$ cat src/rtl/mantissa_normalizer_if.sv
`default_nettype none
// ==========================================================================
// Module   : mantissa_normalizer_if
// Purpose  : upstream/downstream handshake and data bundle for the normalizer
// Revision : 1.0
// ==========================================================================
interface mantissa_normalizer_if #(
  parameter int SIZE_MANTISSA = 28,
  parameter int SIZE_EXPONENT = 8
);
  localparam int SW = $clog2(SIZE_MANTISSA) + 1;

  logic                     i_valid;
  logic                     o_ready;
  logic                     i_overflow;
  logic                     i_sign;
  logic [SIZE_EXPONENT-1:0] i_exponent;
  logic [SIZE_MANTISSA-1:0] i_mantissa;
  logic                     o_valid;
  logic                     i_ready;
  logic                     o_sign;
  logic [SIZE_EXPONENT-1:0] o_exponent;
  logic [SIZE_MANTISSA-1:0] o_mantissa;
  logic [SW-1:0]            o_shift_count;
  logic                     o_zero;
  logic                     o_denorm;
  logic                     o_exp_overflow;

  modport slave (
    input  i_valid, i_overflow, i_sign, i_exponent, i_mantissa, i_ready,
    output o_ready, o_valid, o_sign, o_exponent, o_mantissa, o_shift_count,
           o_zero, o_denorm, o_exp_overflow
  );

  modport master (
    output i_valid, i_overflow, i_sign, i_exponent, i_mantissa, i_ready,
    input  o_ready, o_valid, o_sign, o_exponent, o_mantissa, o_shift_count,
           o_zero, o_denorm, o_exp_overflow
  );
endinterface
`default_nettype wire

$ cat src/rtl/mantissa_normalizer.sv
`default_nettype none
// ==========================================================================
// Module   : mantissa_normalizer
// Purpose  : iterative post-add mantissa normalization with exponent adjust
// Revision : 1.0
// ==========================================================================
module mantissa_normalizer #(
  parameter int SIZE_MANTISSA = 28,
  parameter int SIZE_EXPONENT = 8
) (
  input  wire logic            i_clk,
  input  wire logic            i_rst_n,
  mantissa_normalizer_if.slave bus
);
  localparam int SW = $clog2(SIZE_MANTISSA) + 1;
  localparam logic [SW-1:0]            C_CNT_MAX = SW'(SIZE_MANTISSA - 1);
  localparam logic [SIZE_EXPONENT-1:0] C_EXP_ONE = SIZE_EXPONENT'(1);
  localparam logic [SIZE_EXPONENT-1:0] C_EXP_MAX = '1;

  typedef enum logic [1:0] {
    S_IDLE = 2'd0,
    S_NORM = 2'd1,
    S_DONE = 2'd2
  } state_t;

  state_t                   state_q, state_d;
  logic                     alive_q;
  logic                     ovf_q, ovf_d;
  logic                     sign_q, sign_d;
  logic [SIZE_EXPONENT-1:0] exp_q, exp_d;
  logic [SIZE_MANTISSA-1:0] mant_q, mant_d;
  logic [SW-1:0]            cnt_q, cnt_d;
  logic                     zero_q, zero_d;
  logic                     denorm_q, denorm_d;
  logic                     expovf_q, expovf_d;
  logic [SIZE_EXPONENT-1:0] exp_inc;

  assign exp_inc = exp_q + C_EXP_ONE;

  always_comb begin
    state_d  = state_q;
    ovf_d    = ovf_q;
    sign_d   = sign_q;
    exp_d    = exp_q;
    mant_d   = mant_q;
    cnt_d    = cnt_q;
    zero_d   = zero_q;
    denorm_d = denorm_q;
    expovf_d = expovf_q;
    case (state_q)
      S_IDLE: begin
        if (bus.i_valid && alive_q) begin
          ovf_d    = bus.i_overflow;
          sign_d   = bus.i_sign;
          exp_d    = bus.i_exponent;
          mant_d   = bus.i_mantissa;
          cnt_d    = '0;
          zero_d   = 1'b0;
          denorm_d = 1'b0;
          expovf_d = 1'b0;
          state_d  = S_NORM;
        end
      end
      S_NORM: begin
        if (ovf_q) begin
          // Shift the carry back in while keeping the sticky bit sticky.
          mant_d   = {1'b1, mant_q[SIZE_MANTISSA-1:2], mant_q[1] | mant_q[0]};
          exp_d    = exp_inc;
          expovf_d = (exp_inc == C_EXP_MAX);
          state_d  = S_DONE;
        end else if (mant_q == '0) begin
          zero_d  = 1'b1;
          exp_d   = '0;
          sign_d  = 1'b0;
          state_d = S_DONE;
        end else if (mant_q[SIZE_MANTISSA-1]) begin
          state_d = S_DONE;
        end else if (exp_q <= C_EXP_ONE) begin
          denorm_d = 1'b1;
          exp_d    = '0;
          state_d  = S_DONE;
        end else begin
          mant_d = {mant_q[SIZE_MANTISSA-2:0], 1'b0};
          exp_d  = exp_q - C_EXP_ONE;
          if (cnt_q != C_CNT_MAX) begin
            cnt_d = cnt_q + SW'(1);
          end
        end
      end
      S_DONE: begin
        if (bus.i_ready) begin
          state_d = S_IDLE;
        end
      end
      default: state_d = S_IDLE;
    endcase
  end

  always_ff @(posedge i_clk or negedge i_rst_n) begin
    if (!i_rst_n) begin
      state_q  <= S_IDLE;
      alive_q  <= 1'b0;
      ovf_q    <= 1'b0;
      sign_q   <= 1'b0;
      exp_q    <= '0;
      mant_q   <= '0;
      cnt_q    <= '0;
      zero_q   <= 1'b0;
      denorm_q <= 1'b0;
      expovf_q <= 1'b0;
    end else begin
      state_q  <= state_d;
      alive_q  <= 1'b1;
      ovf_q    <= ovf_d;
      sign_q   <= sign_d;
      exp_q    <= exp_d;
      mant_q   <= mant_d;
      cnt_q    <= cnt_d;
      zero_q   <= zero_d;
      denorm_q <= denorm_d;
      expovf_q <= expovf_d;
    end
  end

  // alive_q keeps o_ready low while reset is asserted even though the FSM sits in IDLE.
  assign bus.o_ready        = alive_q && (state_q == S_IDLE);
  assign bus.o_valid        = (state_q == S_DONE);
  assign bus.o_sign         = sign_q;
  assign bus.o_exponent     = exp_q;
  assign bus.o_mantissa     = mant_q;
  assign bus.o_shift_count  = cnt_q;
  assign bus.o_zero         = zero_q;
  assign bus.o_denorm       = denorm_q;
  assign bus.o_exp_overflow = expovf_q;
endmodule
`default_nettype wire
$ cat src/flat_wrapper.sv
// flat-port wrapper written by rule: the top's interface ports become plain ports
module mantissa_normalizer_flat 
#(
  parameter int SIZE_MANTISSA = 28,
  parameter int SIZE_EXPONENT = 8
)
  (i_clk, i_rst_n, bus_i_valid, bus_i_overflow, bus_i_sign, bus_i_exponent, bus_i_mantissa, bus_i_ready, bus_o_ready, bus_o_valid, bus_o_sign, bus_o_exponent, bus_o_mantissa, bus_o_shift_count, bus_o_zero, bus_o_denorm, bus_o_exp_overflow);
  mantissa_normalizer_if #(.SIZE_MANTISSA(SIZE_MANTISSA), .SIZE_EXPONENT(SIZE_EXPONENT)) bus_i ();
  input  wire logic i_clk;
  input  wire logic i_rst_n;
  input wire logic [$bits(bus_i.i_valid)-1:0] bus_i_valid;
  input wire logic [$bits(bus_i.i_overflow)-1:0] bus_i_overflow;
  input wire logic [$bits(bus_i.i_sign)-1:0] bus_i_sign;
  input wire logic [$bits(bus_i.i_exponent)-1:0] bus_i_exponent;
  input wire logic [$bits(bus_i.i_mantissa)-1:0] bus_i_mantissa;
  input wire logic [$bits(bus_i.i_ready)-1:0] bus_i_ready;
  output wire logic [$bits(bus_i.o_ready)-1:0] bus_o_ready;
  output wire logic [$bits(bus_i.o_valid)-1:0] bus_o_valid;
  output wire logic [$bits(bus_i.o_sign)-1:0] bus_o_sign;
  output wire logic [$bits(bus_i.o_exponent)-1:0] bus_o_exponent;
  output wire logic [$bits(bus_i.o_mantissa)-1:0] bus_o_mantissa;
  output wire logic [$bits(bus_i.o_shift_count)-1:0] bus_o_shift_count;
  output wire logic [$bits(bus_i.o_zero)-1:0] bus_o_zero;
  output wire logic [$bits(bus_i.o_denorm)-1:0] bus_o_denorm;
  output wire logic [$bits(bus_i.o_exp_overflow)-1:0] bus_o_exp_overflow;
  assign bus_i.i_valid = bus_i_valid;
  assign bus_i.i_overflow = bus_i_overflow;
  assign bus_i.i_sign = bus_i_sign;
  assign bus_i.i_exponent = bus_i_exponent;
  assign bus_i.i_mantissa = bus_i_mantissa;
  assign bus_i.i_ready = bus_i_ready;
  assign bus_o_ready = bus_i.o_ready;
  assign bus_o_valid = bus_i.o_valid;
  assign bus_o_sign = bus_i.o_sign;
  assign bus_o_exponent = bus_i.o_exponent;
  assign bus_o_mantissa = bus_i.o_mantissa;
  assign bus_o_shift_count = bus_i.o_shift_count;
  assign bus_o_zero = bus_i.o_zero;
  assign bus_o_denorm = bus_i.o_denorm;
  assign bus_o_exp_overflow = bus_i.o_exp_overflow;
  mantissa_normalizer #(.SIZE_MANTISSA(SIZE_MANTISSA), .SIZE_EXPONENT(SIZE_EXPONENT)) u_core (.i_clk(i_clk), .i_rst_n(i_rst_n), .bus(bus_i));
endmodule
$ cat config.mk
export PLATFORM = sky130hd
export DESIGN_NAME = mantissa_normalizer_flat
export DESIGN_NICKNAME = d
export VERILOG_FILES = /design/src/rtl/mantissa_normalizer_if.sv /design/src/rtl/mantissa_normalizer.sv /design/src/flat_wrapper.sv
export SDC_FILE = /design/constraint.sdc
export NUM_CORES = 1
export LEC_CHECK = 0
export CORE_ASPECT_RATIO = 0.5
export CORE_MARGIN = 3
export CORE_UTILIZATION = 52
export DETAILED_ROUTE_END_ITERATION = 10
export HOLD_SLACK_MARGIN = 0.08
export PLACE_DENSITY = 0.86
export SLEW_MARGIN = 15
export SYNTH_ARGS = -nofsm -noshare
export SYNTH_HDL_FRONTEND = slang
export SYNTH_SLANG_ARGS = --single-unit
$ cat constraint.sdc
create_clock -name i_clk -period 5 [get_ports i_clk]
set_input_delay 0.5 -clock i_clk [delete_from_list [all_inputs] [get_ports i_clk]]
set_output_delay 0.5 -clock i_clk [all_outputs]
set_load 0.005 [all_outputs]
==> run_1/layer_met1.png <==
Bar = 20 um.
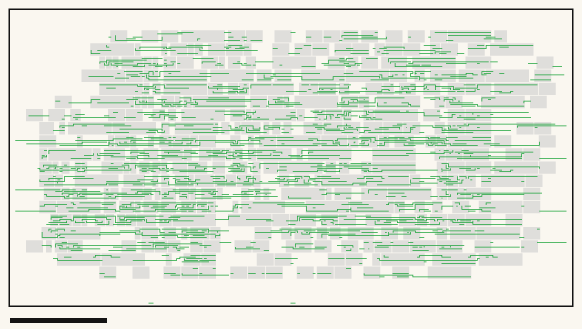
nets with wire on the layer: 385
share of all routed wire: 43%
main direction: horizontal
wire length on this layer: 3,790 um
longest straight run: 33.7 um
grt met1 use: 0.361
via count: 2,924
WL final: 8730 um

==> run_1/layer_met2.png <==
Bar = 20 um.
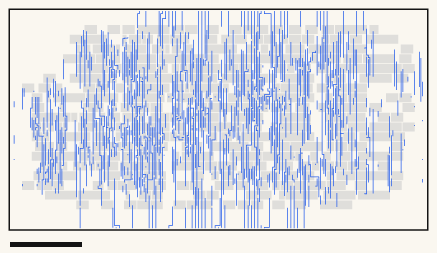
share of all routed wire: 48%
wire length on this layer: 4,230 um
longest straight run: 32.6 um
nets with wire on the layer: 387
met2 usage: 0.404

==> run_1/layer_met3.png <==
Bar = 20 um.
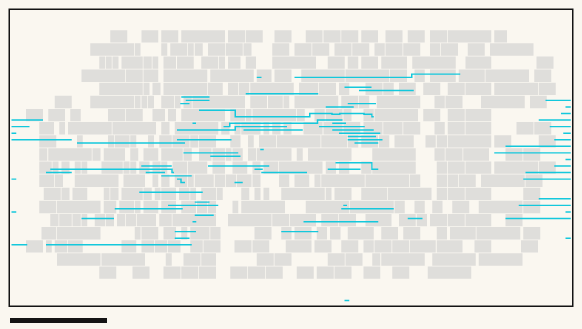
main direction: horizontal
nets with wire on the layer: 58
GR Util met3: 0.0402

==> metrics.cfg, run 1 <==
[status]
status=finished, final reports clean

[logic_synthesis]
synthAoiAreaFrac=0.209
yosys_area_um2=3170
synth.net_count=358
ys_types=49
flop_cell=dfrtp_1
syn_area_per_cell_um2=10.2
ys_cells=311
edf_count=0
ys_ff=50
ys_sh_simple=0.189
yosys_warnings=0
syn_area_um2=3170
top_area_frac=0.394
yosys.area_share.adder=0.0197
synth.logic.top_family=AND-OR/OR-AND gates
area_leaders=dfrtp_1, mux2_4, a221o_1

[cts]
clk_pin_slew_ns=0.07
post_cts_buffers=0
root_buffer=clkbuf_16
hold_buffers=0
worstSkewPairLatency_ns=0.30
clock_sinks=50
cts-resized-gates=0
htree_levels=2
cts_tree=done

[worst_setup_path]
crit_type=flip-flop to flip-flop
start_kind=flip-flop
rr_worst_depth=6
path_cells=nor4b_1, o41a_1, buf_4, o21ai_1, or4_1, a21oi_1
arrival_ns=3.22
critPathMaxStageDelay_ns=0.75
r2r_slack_ns=2.00
cp_max_fo=37

[pwr]
swShare=0.388
p_comb_frac=0.515
p_leak_uw=0.00182
p_clk_frac=0.149
seqPwrFrac=0.336

[route]
dr.pass1.iters=6
drc=0
first_iter_violations=291
wire_per_inst_um=18.9

[floorplanning]
core_area_um2=5680
fp_util=0.558
ioPinCount=90
die_area_um2=7130

[cells_and_area]
nets=434
lay_top_cells=clkdlybuf4s50_1, dfrtp_1, and3_1, a221o_1, nand2_1
n_antenna_cell=0
lay_top_count=clkdlybuf4s50_1
nFillCells=403
drive_above_1_share=0.121
area_delta_synth_final_pct=33.3

[sta]
fin_crit_ns=3.00
tightest_slew_ns=1.14
finalClockSkew_ns=0.00928
slew_viol_final=0
hold_viol=0
rsz0062_at_grt=no

[global_routing]
grt_usage=0.247
antenna_found_initial=0
grt_pass1_vias=2754
grt_overflow=0
grt_pass1_wl_um=14000

[run]
warnings=29
drv_cap=0

[worst_hold_path]
hold_class=primary input to async pin

[placed_design]
io_buffers=89
gp_congestion=0.866

[run 1: per-layer routing]
layer | up-vias | track usage | routed length [um]
met2 | 139 | 0.404 | 4230
met1 | 1416 | 0.361 | 3790
met3 | 12 | 0.0402 | 630
li1 | 1357 | - | -
met4 | 0 | 0.0347 | 83
met5 | - | 0 | 0
[run 1: cells by family after synthesis]
family	after synthesis
compound gates	79
xor+xnor	4
fa+ha+maj	5
buf+inv	31
flops	50
mux	30
other cells	1
simple gates	111
[run 1: synthesized netlist by cell type, drive strengths merged (7+ instances only)]
| cell | number |
|---|---|
| inv | 8 |
| clkbuf | 16 |
| nand2 | 21 |
| buf | 7 |
| nor4 | 12 |
| dfrtp | 50 |
| a221o | 25 |
| nor2 | 18 |
| a22o | 10 |
| o21ai | 13 |
| mux2 | 26 |
| nand3 | 12 |
| and3 | 26 |
[run 1: layout make-up]
class / instances / share of cell area
clock buffers: 5 / 0.0296
clock inverters: 3 / 0.0104
inverters: 8 / 0.00710
multi-input cells: 230 / 0.420
flip-flops and latches: 50 / 0.296
well taps: 73 / 0.0216
repair buffers: 92 / 0.215
[run 1: metrics by stage]
stage,instance area (um^2),hold slack (ns),util,cells,worst slack (ns)
2_1_floorplan,3170,0.204,-,311,2.60
3_3_place_gp,4060,0.488,0.714,453,2.19
3_5_place_dp,4060,0.500,0.714,453,2.11
4_1_cts,4230,0.446,0.744,461,2.08
5_1_grt,4230,0.277,0.744,461,1.78
6_report,4230,0.212,0.744,461,2.00
[run 1: power groups by stage]
stage | registers [uW] | clock network (uW) | logic (uW)
after floorplan | 766 | 0 | 923
after global placement | 868 | 0 | 1320
after detailed placement | 882 | 0 | 1350
after CTS | 878 | 399 | 1360
after global routing | 928 | 417 | 1470
final | 888 | 394 | 1360
[run 1: how the worst max path moves through the flow]
stage / startpoint / depth (start not counted) / endpoint / slack [ns]
after detailed placement: u_core.ovf_q / 6 / u_core.bus.o_shift_count[5] / 2.11
after floorplan: u_core.bus.o_exponent[4] / 8 / u_core.bus.o_mantissa[11] / 2.60
after global routing: u_core.ovf_q / 6 / u_core.bus.o_shift_count[5] / 1.78
after global placement: bus_i_valid / 5 / u_core.bus.o_mantissa[5] / 2.19
after CTS: u_core.ovf_q / 6 / u_core.bus.o_shift_count[5] / 2.08
final: u_core.ovf_q / 6 / u_core.bus.o_shift_count[5] / 2.00
[run 1: registers in the layout (all words and copies together) (netlist names)]
register and cells:
u_core.alive_q 1, u_core.bus.o_sign 1, u_core.bus.o_denorm 1, u_core.ovf_q 1
u_core.bus.o_shift_count 6, u_core.bus.o_exp_overflow 1, u_core.bus.o_zero 1, u_core.state_q 2
u_core.bus.o_mantissa 28, u_core.bus.o_exponent 8
--- run 2 (diff from run 1) ---
--- a/config.mk
+++ b/config.mk
@@ -7,10 +7,10 @@
 export LEC_CHECK = 0
 export CORE_ASPECT_RATIO = 0.5
 export CORE_MARGIN = 3
-export CORE_UTILIZATION = 52
+export CORE_UTILIZATION = 48
 export DETAILED_ROUTE_END_ITERATION = 10
 export HOLD_SLACK_MARGIN = 0.08
-export PLACE_DENSITY = 0.86
+export PLACE_DENSITY = 0.8
 export SLEW_MARGIN = 15
 export SYNTH_ARGS = -nofsm -noshare
 export SYNTH_HDL_FRONTEND = slang
==> constraint.sdc (replaced) <==
create_clock -name i_clk -period 3.1 [get_ports i_clk]
set_input_delay 0.31 -clock i_clk [delete_from_list [all_inputs] [get_ports i_clk]]
set_output_delay 0.31 -clock i_clk [all_outputs]
set_load 0.005 [all_outputs]
==> run_2/layer_met2.png <==
Bar = 20 um.
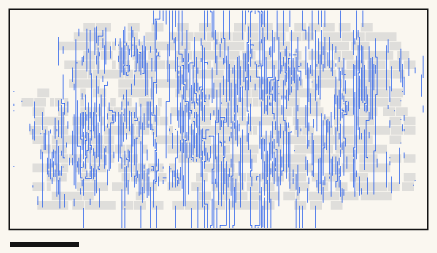
wire length on this layer: 4,400 um
share of all routed wire: 49%
main direction: vertical
nets with wire on the layer: 389
via count: 2,974
met2 usage: 0.394
WL final: 8980 um

==> run_2/congestion.png <==
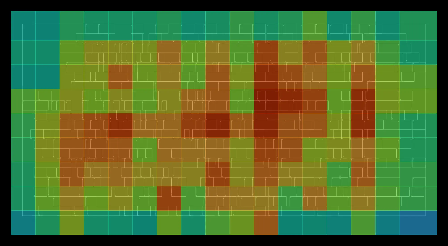
GR Util met3: 0.0448
gr usage total: 0.237

==> run_2/layer_met1.png <==
Bar = 20 um.
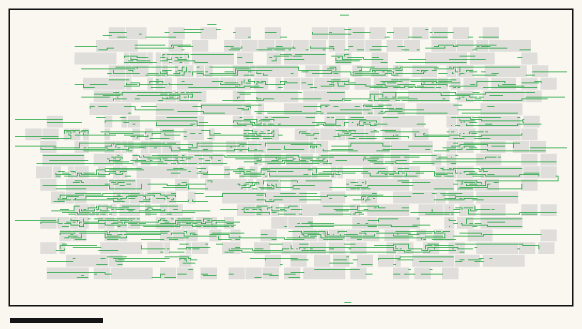
share of all routed wire: 44%
main direction: horizontal
nets with wire on the layer: 399
grt met1 use: 0.324

==> run 2 against run 1 <==
Effect of this change:
- clock skew fell by 0.0044 ns
- register-to-register slack got worse by 1.7 ns
- setup slack got worse by 1.7 ns
- routed wire length rose by 2.8%
- synthesized cell count did not move
- maximum frequency rose by 7.7%
- hold slack improved by 0.29 ns
- largest power group unchanged
- die area rose by 7.7%
- clock-buffer cell count rose by 1
- flip-flop count did not move
- critical path type unchanged
==> metrics.cfg, run 2 <==
[logic_synthesis]
synthAoiAreaFrac=0.209  ; unchanged
syn_area_per_cell_um2=10.2  ; unchanged
syn_area_um2=3170  ; unchanged
synth.net_count=358  ; unchanged
synth.logic.top_family=AND-OR/OR-AND gates
common_cells=dfrtp_1, and3_1, a221o_1
ys_ff=50  ; unchanged
yosys.area_share.adder=0.0197  ; unchanged
ys_sh_simple=0.189  ; unchanged
ys_cells=311  ; unchanged
ys_types=49  ; unchanged
flop_cell=dfrtp_1

[worst_hold_path]
hold_class=flip-flop to flip-flop

[placed_design]
placed_cell_area_um2=4110  ; +1.4%
io_buffers=89  ; unchanged

[worst_setup_path]
critPathMaxStageDelay_ns=0.84  ; +0.09 ns
crit_type=flip-flop to flip-flop
arrival_ns=2.97  ; -0.25 ns
start_kind=flip-flop

[pwr]
p_clk_frac=0.128  ; -0.021

[run]
drv_cap=0  ; unchanged

[cells_and_area]
utilization=0.685  ; -0.0592
largest_reg_flops=28  ; unchanged
fin_area_um2=4270  ; +0.95%
fin_cells=482  ; +4.6%

[cts]
post_cts_buffers=0  ; unchanged
clk_pin_slew_ns=0.07  ; about the same
root_buffer=clkbuf_16

[route]
dr.pass1.iters=5  ; -1
drc=0  ; unchanged

[global_routing]
antenna_found_initial=0  ; unchanged

[sta]
fin_crit_ns=2.79  ; -0.215 ns
tightest_slew_ns=1.15  ; +0.000510 ns
rsz0062_at_grt=no

[floorplanning]
fp_util=0.509  ; -0.0492
die_area_um2=7680  ; +7.7%

[status]
status=finished, final reports clean

run 2: logic make-up after synthesis:
family          Yosys count
buf+inv                  31
other cells               1
flops                    50
mux                      30
simple gates            111
xor+xnor                  4
compound gates           79
fa+ha+maj                 5
run 2: worst max-delay path: cells and delay by family (launching register included):
| family | cells | cell delay, ns |
|---|---|---|
| AOI/OAI and AO/OA | 1 | 0.84 |
| muxes | 1 | 0.42 |
| DFF | 1 | 0.52 |
| buffers and inverters | 1 | 0.14 |
| adders and majority gates | 1 | 0.27 |
| and+or+nand+nor | 3 | 0.48 |
run 2: timing repair:
action	in CTS	in global routing
hold endpoints to repair	0	2
setup endpoints to repair	0	0
hold buffers	0	1
run 2: power by group through the flow:
stage | combinational, uW | sequential, uW | clock, uW
floorplan | 1490 | 1240 | 0
global placement | 2240 | 1340 | 0
detailed placement | 2300 | 1360 | 0
CTS | 2310 | 1360 | 549
global route | 2510 | 1420 | 581
finish | 2320 | 1370 | 541
run 2: final cells by class:
class / instances / area share
timing repair buffer: 98 / 0.225
sequential: 50 / 0.293
inverter: 8 / 0.00704
clock buffer: 6 / 0.0302
clock inverter: 2 / 0.00322
tap: 88 / 0.0258
multi-input combinational: 230 / 0.416
run 2: per-stage QoR:
step	hold WS, ns	power (uW)
after global routing	0.528	4510
final	0.503	4230
after global placement	0.487	3580
after CTS	0.264	4220
after floorplan	0.0144	2720
after detailed placement	0.491	3660
run 2: final timing paths:
kind | endpoint | startpoint | depth (start not counted) | slack [ns]
setup / recovery | u_core.bus.o_mantissa[5] | u_core.bus.o_exponent[0] | 7 | 0.31
hold reg to reg | u_core.bus.o_denorm | u_core.bus.o_denorm | 1 | 0.50
setup reg to reg | u_core.bus.o_mantissa[5] | u_core.bus.o_exponent[0] | 7 | 0.31
max in group asynchronous | u_core.bus.o_exponent[6] | i_rst_n | 2 | 2.10
min in group asynchronous | u_core.bus.o_mantissa[13] | i_rst_n | 2 | 0.58
hold / removal | u_core.bus.o_denorm | u_core.bus.o_denorm | 1 | 0.50
run 2: metal layers:
metal	up-vias	wire length (um)	track usage
li1	1366	-	-
met1	1493	3980	0.324
met2	108	4400	0.394
met3	7	531	0.0448
met4	0	65	0.0452
met5	-	0	0
Power is estimated from default activity; no workload was simulated.
